===== src/rtl/sseg_scan_driver.sv =====
// Multiplexed seven-segment scan driver: double-buffered hex frame, per-digit
// decimal point / blank, leading-zero suppression and anti-ghosting blank slots.
module sseg_scan_driver #(
    parameter int DIGITS             = 4,
    parameter int REFRESH_DIV        = 50000,
    parameter int BLANK_CYCLES       = 2,
    parameter int CATHODE_ACTIVE_LOW = 0,
    parameter int ANODE_ACTIVE_LOW   = 1,
    localparam int DW = (DIGITS > 1) ? $clog2(DIGITS) : 1
) (
    input  logic                  Clk,
    input  logic                  Reset,
    input  logic                  Enable,
    input  logic                  Load,
    input  logic [4*DIGITS-1:0]   Nums,
    input  logic [DIGITS-1:0]     DpIn,
    input  logic [DIGITS-1:0]     BlankIn,
    input  logic                  LzSuppress,
    output logic [7:0]            Cathode,
    output logic [DIGITS-1:0]     Anode,
    output logic [DW-1:0]         Digit,
    output logic                  Frame
);

    localparam int CW = $clog2(REFRESH_DIV);
    localparam logic [CW-1:0]     CNT_LAST   = CW'(REFRESH_DIV - 1);
    localparam logic [DW-1:0]     DIGIT_LAST = DW'(DIGITS - 1);
    localparam logic [7:0]        CATH_OFF   = (CATHODE_ACTIVE_LOW != 0) ? 8'hFF : 8'h00;
    localparam logic [DIGITS-1:0] AN_OFF     = (ANODE_ACTIVE_LOW != 0) ? '1 : '0;

    logic [CW-1:0]       cnt;
    logic [DW-1:0]       digit;
    logic                slot_end;
    logic                wrap;

    logic [4*DIGITS-1:0] disp_nums;
    logic [DIGITS-1:0]   disp_dp;
    logic [DIGITS-1:0]   disp_blank;
    logic [4*DIGITS-1:0] pend_nums;
    logic [DIGITS-1:0]   pend_dp;
    logic [DIGITS-1:0]   pend_blank;
    logic                pend_valid;

    logic [3:0]          cur_nib;
    logic                cur_dp;
    logic                cur_blank;
    logic                cur_lz;
    logic                in_blank;
    logic                lit;
    logic [DIGITS-1:0]   onehot;

    function automatic logic [6:0] seg7(input logic [3:0] v);
        logic [6:0] s;
        case (v)
            4'h0: s = 7'h3F;
            4'h1: s = 7'h06;
            4'h2: s = 7'h5B;
            4'h3: s = 7'h4F;
            4'h4: s = 7'h66;
            4'h5: s = 7'h6D;
            4'h6: s = 7'h7D;
            4'h7: s = 7'h07;
            4'h8: s = 7'h7F;
            4'h9: s = 7'h6F;
            4'hA: s = 7'h77;
            4'hB: s = 7'h7C;
            4'hC: s = 7'h39;
            4'hD: s = 7'h5E;
            4'hE: s = 7'h79;
            default: s = 7'h71;
        endcase
        return s;
    endfunction

    assign slot_end = Enable && (cnt == CNT_LAST);
    assign wrap     = slot_end && (digit == DIGIT_LAST);
    // Frame flags the cycle whose clock edge moves Digit back to 0, so a Load
    // seen together with Frame lands directly in the display register.
    assign Frame    = wrap;
    assign Digit    = digit;

    always_ff @(posedge Clk or posedge Reset) begin
        if (Reset) begin
            cnt   <= '0;
            digit <= '0;
        end else if (Enable) begin
            if (slot_end) begin
                cnt   <= '0;
                digit <= (digit == DIGIT_LAST) ? '0 : digit + DW'(1);
            end else begin
                cnt <= cnt + CW'(1);
            end
        end
    end

    always_ff @(posedge Clk or posedge Reset) begin
        if (Reset) begin
            disp_nums  <= '0;
            disp_dp    <= '0;
            disp_blank <= '0;
            pend_nums  <= '0;
            pend_dp    <= '0;
            pend_blank <= '0;
            pend_valid <= 1'b0;
        end else begin
            if (Load) begin
                pend_nums  <= Nums;
                pend_dp    <= DpIn;
                pend_blank <= BlankIn;
            end
            if (wrap && Load) begin
                disp_nums  <= Nums;
                disp_dp    <= DpIn;
                disp_blank <= BlankIn;
                pend_valid <= 1'b0;
            end else if (wrap && pend_valid) begin
                disp_nums  <= pend_nums;
                disp_dp    <= pend_dp;
                disp_blank <= pend_blank;
                pend_valid <= 1'b0;
            end else if (Load) begin
                pend_valid <= 1'b1;
            end
        end
    end

    // A digit is suppressed when it and every more-significant digit are zero.
    always_comb begin
        cur_nib   = '0;
        cur_dp    = 1'b0;
        cur_blank = 1'b0;
        onehot    = '0;
        cur_lz    = LzSuppress && (digit != '0);
        for (int unsigned k = 0; k < DIGITS; k++) begin
            onehot[k] = (DW'(k) == digit);
            if (DW'(k) == digit) begin
                cur_nib   = disp_nums[4*k +: 4];
                cur_dp    = disp_dp[k];
                cur_blank = disp_blank[k];
            end
            if ((DW'(k) >= digit) && (disp_nums[4*k +: 4] != 4'h0)) begin
                cur_lz = 1'b0;
            end
        end
        in_blank = int'(cnt) < BLANK_CYCLES;
        lit      = Enable && !in_blank && !cur_blank && !cur_lz;
    end

    always_ff @(posedge Clk or posedge Reset) begin
        if (Reset) begin
            Cathode <= CATH_OFF;
            Anode   <= AN_OFF;
        end else if (lit) begin
            Cathode <= {cur_dp, seg7(cur_nib)} ^ CATH_OFF;
            Anode   <= onehot ^ AN_OFF;
        end else begin
            Cathode <= CATH_OFF;
            Anode   <= AN_OFF;
        end
    end

endmodule


===== config.mk =====
export PLATFORM = sky130hd
export DESIGN_NAME = sseg_scan_driver
export DESIGN_NICKNAME = d
export VERILOG_FILES = /design/src/rtl/sseg_scan_driver.sv
export SDC_FILE = /design/constraint.sdc
export NUM_CORES = 1
export LEC_CHECK = 0
export CAP_MARGIN = 20
export CORE_UTILIZATION = 29
export CTS_CLUSTER_SIZE = 10
export DETAILED_ROUTE_END_ITERATION = 8
export PLACE_DENSITY_LB_ADDON = 0.05
export SYNTH_ARGS = -nofsm -noshare
export SYNTH_HDL_FRONTEND = slang
export SYNTH_SLANG_ARGS = --single-unit

===== constraint.sdc =====
create_clock -name Clk -period 7.8 [get_ports Clk]
set_input_delay 1.56 -clock Clk [delete_from_list [all_inputs] [get_ports Clk]]
set_output_delay 1.56 -clock Clk [all_outputs]
set_load 0.01 [all_outputs]

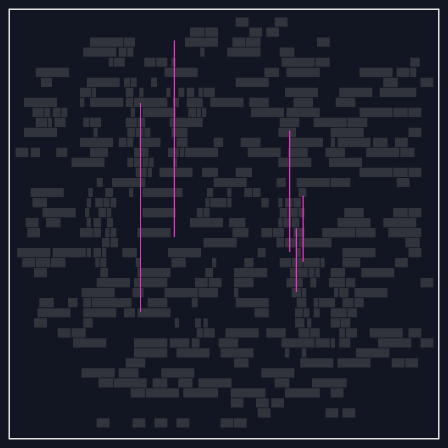
**Above:** metal 4.
Cells faint in the background.
wire length on this layer: 177 um
longest straight run: 56.4 um
Vias: 2569
Final Routed Wirelength: 8179 um

==> impl_metrics.yaml <==
# yosys + openroad results
cts:
  cts_buffers: 9
  postCtsHoldBufs: 0
  tritoncts: "built"
  clk_pin_slew_ns: 0.06
  clkSinkCount: 79
  ctsResizeCount: 0
  clk_latency_ns: 0.34
  htreeDepth: 3
  cts-root-buf: "clkbuf_16"
floorplanning:
  initCoreUtil: 0.2984
  pin_count: 44
  core_region_area_sq_um: 12670
  die_area_sq_um: 13500
yosys:
  simple_gate_share: 0.1357
  synthFlopType: "dfrtp_1"
  syn-num-nets: 353
  yosysTopAreaCell: "dfrtp_1"
  avgSynthCellArea_sq_um: 12.08
  topCellsByArea: "dfrtp_1 50%, mux2_2 8.0%, mux2_4 7.1%, ha_1 3.6%, dfstp_2 2.8%"
  synthesis.area_sq_um: 3781
  ys_top_logic_family: "multiplexers"
  yosysCellCount: 313
  xor_share: 0.03011
  edf_count: 0
  compound_area_frac: 0.09497
  synth_flops: 79
  ys_sh_mux: 0.1519
  yosysWarnings: 0
  synthTopCellsByCount: "75 x dfrtp_1, 27 x mux2_2, 22 x nor2_1, 18 x mux2_4, 15 x nand2_1"
  yosysTopAreaCellShare: 0.4964
pwr:
  p_clk_uw: 477
  top_power_group: "clock"
  p_seq_uw: 476
  p_sw_uw: 252.8
  power.total_mw: 1.078
  p_leak_nw: 2.082
  intPower_uw: 824.9
  clockPowerShare: 0.443
place:
  dp_slack_ns: 2.374
sta:
  rsz0062_at_grt: "no"
  slew_headroom: 0.4456
  setup_viol: 0
  hold_ws_ns: 0.4978
  fin_ws_ns: 2.361
  hold_violations: 0
  tightest_slew_ns: 0.8316
  min_period_ns: 5.439
  finalClockPeriodUsage: 0.6973
critical_path:
  r2r_cells: 8
  r2r_start: "Digit[1]"
  worstSetupPathType: "input port to primary output"
  crit_start: "Enable"
  reg2reg_slack_ns: 4.78
  critPathMaxStageDelay_ns: 0.63
  slowest_stage: "clkdlybuf4s50_1"
  cp_data_arrival_time_ns: 3.88
  crit_path_frequent_cell: "clkdlybuf4s50_1"
  crit_buf_inv: 2
  path_delay_family: "buffers and inverters"
  rr_endpoint: "Cathode[1]"
grt:
  antenna_found_initial: 0
  grt_pass1_vias: 2630
  overflow: 0
  grt_util_met1: 0.1724
  grt_max_degree: 80
  gr-usage-met2: 0.2262
  grtUsageTotal: 0.1384
  grt_util_met3: 0.03581
  grt_busiest_layer: "met2"
  grt_first_pass_wirelength_um: 13830
layout:
  fin_area_sq_um: 4755
  layout_top_cells: "75 x dfrtp_1, 43 x clkdlybuf4s50_1, 27 x mux2_2, 22 x nor2_1, 18 x mux2_4"
  utilization: 0.3752
  lay_top_count: "dfrtp_1"
  reg_top3: "cnt: 16 flops, disp_nums: 16 flops, pend_nums: 16 flops"
  syn2layout_area_growth_pct: 25.74
  drive_gt1_frac: 0.2115
  insertedDiodeCount: 0
worst_hold_path:
  hp-start: "pend_dp[1]"
  min_to: "pend_dp[1]"
  hold_path_class: "register to register"
route:
  drc_errors: 0
  vias_per_cell: 4.793
  wl_met2_um: 3883
  top_layer_used: "met4"
  ant_nets: 0
  dr.pass1.iters: 4
status:
  status: "completed"
flow_run:
  warnings: 34
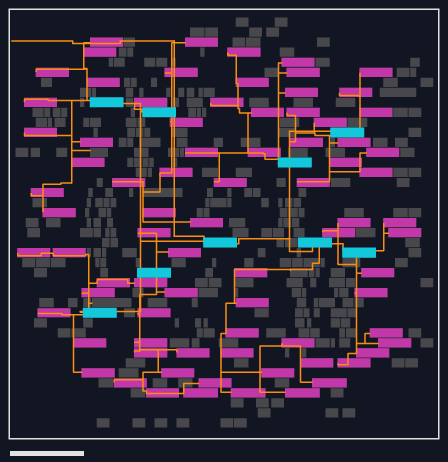
**Above:** clock network drawn from the DEF.
Bar = 20 um.
[flip-flops] magenta | count: 79
[clock-net drivers] cyan | count: 9
[clock wires] orange | length: 1140 um
routed clock nets: 10

[worst register-to-register path: stages (launching register included)]
cell      delay (ns)
dfrtp_1         0.44
ha_1            0.56
or2_1           0.27
a221oi_1        0.07
a221oi_1        0.68
inv_1           0.16
ha_1            0.36
nor3b_1         0.15
a211oi_1        0.23
[cell type report]
| type | count | area (sq um) | share of cell area |
|---|---|---|---|
| tap | 172 | 215.2 | 0.04526 |
| inverter | 11 | 42.54 | 0.008947 |
| clock inverter | 2 | 60.06 | 0.01263 |
| clock buffer | 14 | 284.0 | 0.05974 |
| multi-input combinational | 212 | 1698 | 0.3571 |
| sequential | 79 | 1982 | 0.4168 |
| timing repair buffer | 46 | 473.0 | 0.09947 |
Power is estimated from default activity; no workload was simulated.
